Figure 1. The metal 2 layer.
Scale: 6 px per µm. Cells faint in the background.
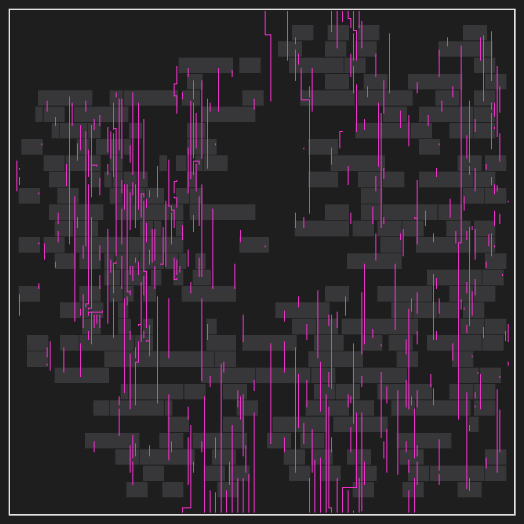
Figure 2. Signal wires on met3.
Scale: 6 px per µm. Cells faint in the background.
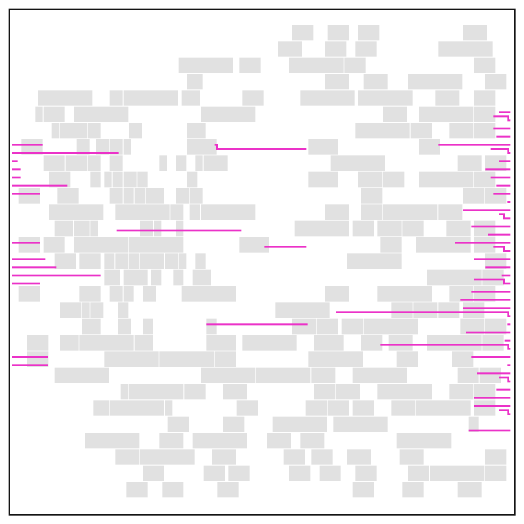
Figure 3. Routing congestion.
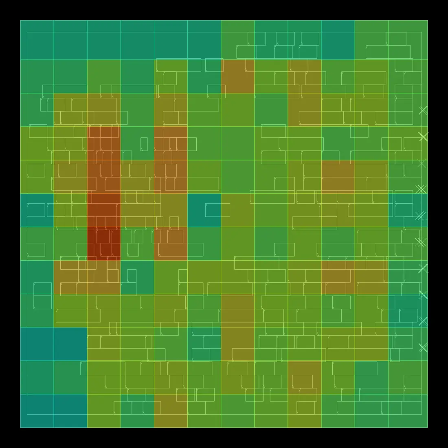
Figure 4. Pin placement.
Scale: 6 px per µm. Pins as bars across the die edge, other pins in gray.
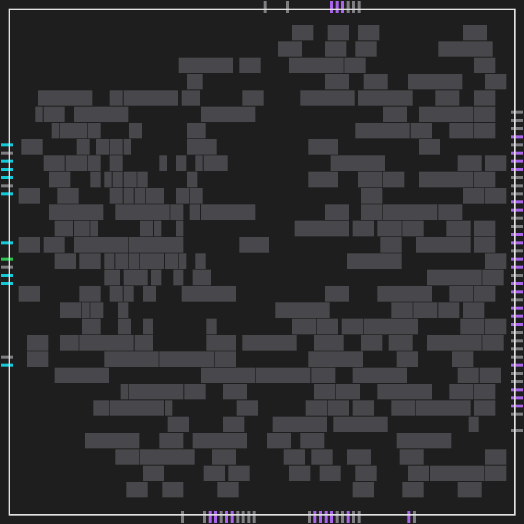
===== src/rtl/frame_scan_ctrl.sv =====
// Read-side sequencer for the double-buffered cube frame buffer.
// Streams one page word by word to the LED driver and flips pages only at frame boundaries.
module frame_scan_ctrl #(
   parameter int ADDR_W     = 9,
   parameter int LINE_WORDS = 16
) (
   input  logic              clk_i,
   input  logic              rst_n,
   input  logic              enable,
   output logic [ADDR_W-1:0] ram_addr,
   input  logic [31:0]       ram_data,
   output logic [31:0]       pix_data,
   output logic              pix_valid,
   input  logic              pix_ready,
   output logic              line_end,
   input  logic              line_ack,
   output logic              frame_end,
   input  logic              swap_req,
   output logic              swap_ack,
   output logic              disp_page
);

   localparam int IW = ADDR_W - 1;
   localparam int LB = $clog2(LINE_WORDS);
   localparam logic [IW-1:0] IDX_ONE = IW'(1);

   typedef enum logic [2:0] {
      IDLE,
      PRIME,
      LOAD,
      SEND,
      LWAIT
   } state_t;

   state_t        state;
   logic [IW-1:0] idx;
   logic          swap_pend;
   logic          last_line_word;
   logic          last_frame_word;

   assign ram_addr        = {disp_page, idx};
   assign last_line_word  = &idx[LB-1:0];
   assign last_frame_word = &idx;

   always_ff @(posedge clk_i or negedge rst_n) begin
      if (!rst_n) begin
         state     <= IDLE;
         idx       <= '0;
         swap_pend <= 1'b0;
         pix_data  <= '0;
         pix_valid <= 1'b0;
         line_end  <= 1'b0;
         frame_end <= 1'b0;
         swap_ack  <= 1'b0;
         disp_page <= 1'b0;
      end else begin
         frame_end <= 1'b0;
         swap_ack  <= 1'b0;
         if (swap_req)
            swap_pend <= 1'b1;
         unique case (state)
            IDLE: begin
               if (enable) begin
                  idx   <= '0;
                  state <= PRIME;
               end
            end
            PRIME: state <= LOAD;
            LOAD: begin
               pix_data  <= ram_data;
               pix_valid <= 1'b1;
               line_end  <= last_line_word;
               state     <= SEND;
            end
            SEND: begin
               if (pix_ready) begin
                  pix_valid <= 1'b0;
                  line_end  <= 1'b0;
                  if (!last_line_word) begin
                     idx   <= idx + IDX_ONE;
                     state <= PRIME;
                  end else begin
                     // idx stays on the last word so LWAIT can spot frame end
                     if (!last_frame_word)
                        idx <= idx + IDX_ONE;
                     state <= LWAIT;
                  end
               end
            end
            LWAIT: begin
               if (line_ack) begin
                  if (last_frame_word) begin
                     frame_end <= 1'b1;
                     idx       <= '0;
                     // a request landing on this very cycle still counts
                     if (swap_pend || swap_req) begin
                        disp_page <= ~disp_page;
                        swap_ack  <= 1'b1;
                        swap_pend <= 1'b0;
                     end
                     state <= enable ? PRIME : IDLE;
                  end else begin
                     state <= PRIME;
                  end
               end
            end
            default: state <= IDLE;
         endcase
      end
   end

endmodule

===== config.mk =====
export PLATFORM = sky130hd
export DESIGN_NAME = frame_scan_ctrl
export DESIGN_NICKNAME = d
export VERILOG_FILES = /design/src/rtl/frame_scan_ctrl.sv
export SDC_FILE = /design/constraint.sdc
export NUM_CORES = 1
export LEC_CHECK = 0
export ABC_CLOCK_PERIOD_IN_PS = 3710
export CORE_UTILIZATION = 30
export DETAILED_ROUTE_END_ITERATION = 6
export PLACE_DENSITY_LB_ADDON = 0.2
export REMOVE_ABC_BUFFERS = 1
export SLEW_MARGIN = 20
export SYNTH_ARGS = -nofsm -noshare
export SYNTH_HDL_FRONTEND = slang
export SYNTH_SLANG_ARGS = --single-unit

===== constraint.sdc =====
create_clock -name clk_i -period 3.71 [get_ports clk_i]
set_clock_uncertainty 0.1 [all_clocks]
set_input_delay 0.742 -clock clk_i [delete_from_list [all_inputs] [get_ports clk_i]]
set_output_delay 0.742 -clock clk_i [all_outputs]
set_load 0.02 [all_outputs]

==> flow_summary.toml <==
# synthesis and place-and-route metrics
[cells_and_area]
inverters = 4
largest_class = "flip-flops and latches"
nonClkBufAreaFrac_pct = 27.5
n_clock_buffer = 6
final_cell_mix = "clkdlybuf4s50_1, dfrtp_1, mux2_2"
clk_share_pct = 3.18
largest_reg_flops = 32
layout-drive-gt1-share_pct = 18.4
logic_gates = 94
largest_register = "pix_data"
seq_area_um2 = 1230

[routing]
route.antenna.remaining_nets = 0
route.detailed.drc = 19
viasPerCell = 4.82
m1WireLength_um = 2200

[min_path]
hold_end = "pix_valid$_DFFE_PN0P_"
whs_path_depth = 1
min_path_type = "register to register"

[critical_path]
rr_endpoint = "pix_data[31]$_DFFE_PN0P_"
slowest_delay_ns = 0.58
worst-r2r-cell-count = 3
cp-end-kind = "register"
cp.arrival_ns = 2.37
cp-endpoint = "idx[6]$_DFFE_PN0P_"
path_cells = "clkdlybuf4s50_1 -> nand4b_1 -> o21bai_1 -> and3_4 -> a211o_1"
critical_path_buf_inv_count = 1

[synthesis]
syn-cell-area_um2 = 2020
simple_gate_area_share_pct = 10.6
ys_cells = 151
xor_area_share_pct = 0.434
synth.yosys.warnings = 0
ys_types = 34
synth.top_cell.area_share_pct = 60.8
synthAoiAreaFrac_pct = 6.88

[grt]
grtUsageMet1_pct = 18.2
grt_pass1_wl_um = 7200
grt_max_degree = 35
grt.busiest_layer = "met2"

[clock_tree]
cts_resized = 0
h-tree-depth = 2
clkTransAtPathRegs_ns = 0.09
post-cts-setup-buffer-count = 0
cts_tree = "done"
cts.sinks = 49

[floorplan]
core_um2 = 6420
std_cell_rows = 29

[pwr]
sequentialPower_w = 0.000900
seq_power_share_pct = 36.6
power.group.top = "combinational cells"
pwr-share-clk_pct = 13.4
ir_drop_v = 0.000361
p_per_area_nw_per_um2 = 811

[timing]
finalClockPeriodUsage_pct = 61.4
slew_violations = 0
worst_slew_pin_slew_ns = 0.978
finalHoldViolCount = 0

[status]
violations = "design-rule violations"
outcome = "finished, violations left"

[job]
openroad.warnings = 25

[placed_design]
pre_cts_ws_ns = 1.10
place_area_um2 = 2930
dp.cells = 308
## Picture notes: Figure 1
- nets with wire on the layer: 249
- longest straight run: 32.8 µm
final WL: 4460 µm
routed vias: 1,524

## Picture notes: Figure 2
- wire length on this layer: 350 µm
- nets with wire on the layer: 54
- main direction: horizontal
met3 usage: 4.35%

## Picture notes: Figure 3
DR WL/cell: 14.1 µm
GR Util All Layers: 13.0%

## Picture notes: Figure 4
- ram_data: purple (pins 32; direction input; edge 19 right, 10 bottom, 3 top)
- ram_addr: cyan (pins 9; direction output; edge left)
- line_ack: green (pins 1; direction input; edge left)
- all pins by edge: 39 right, 23 bottom, 14 left, 8 top
Die Y: 84.0 µm
input/output buffers: 83

Power figures rest on the tool's default switching activity, not on a simulated workload.
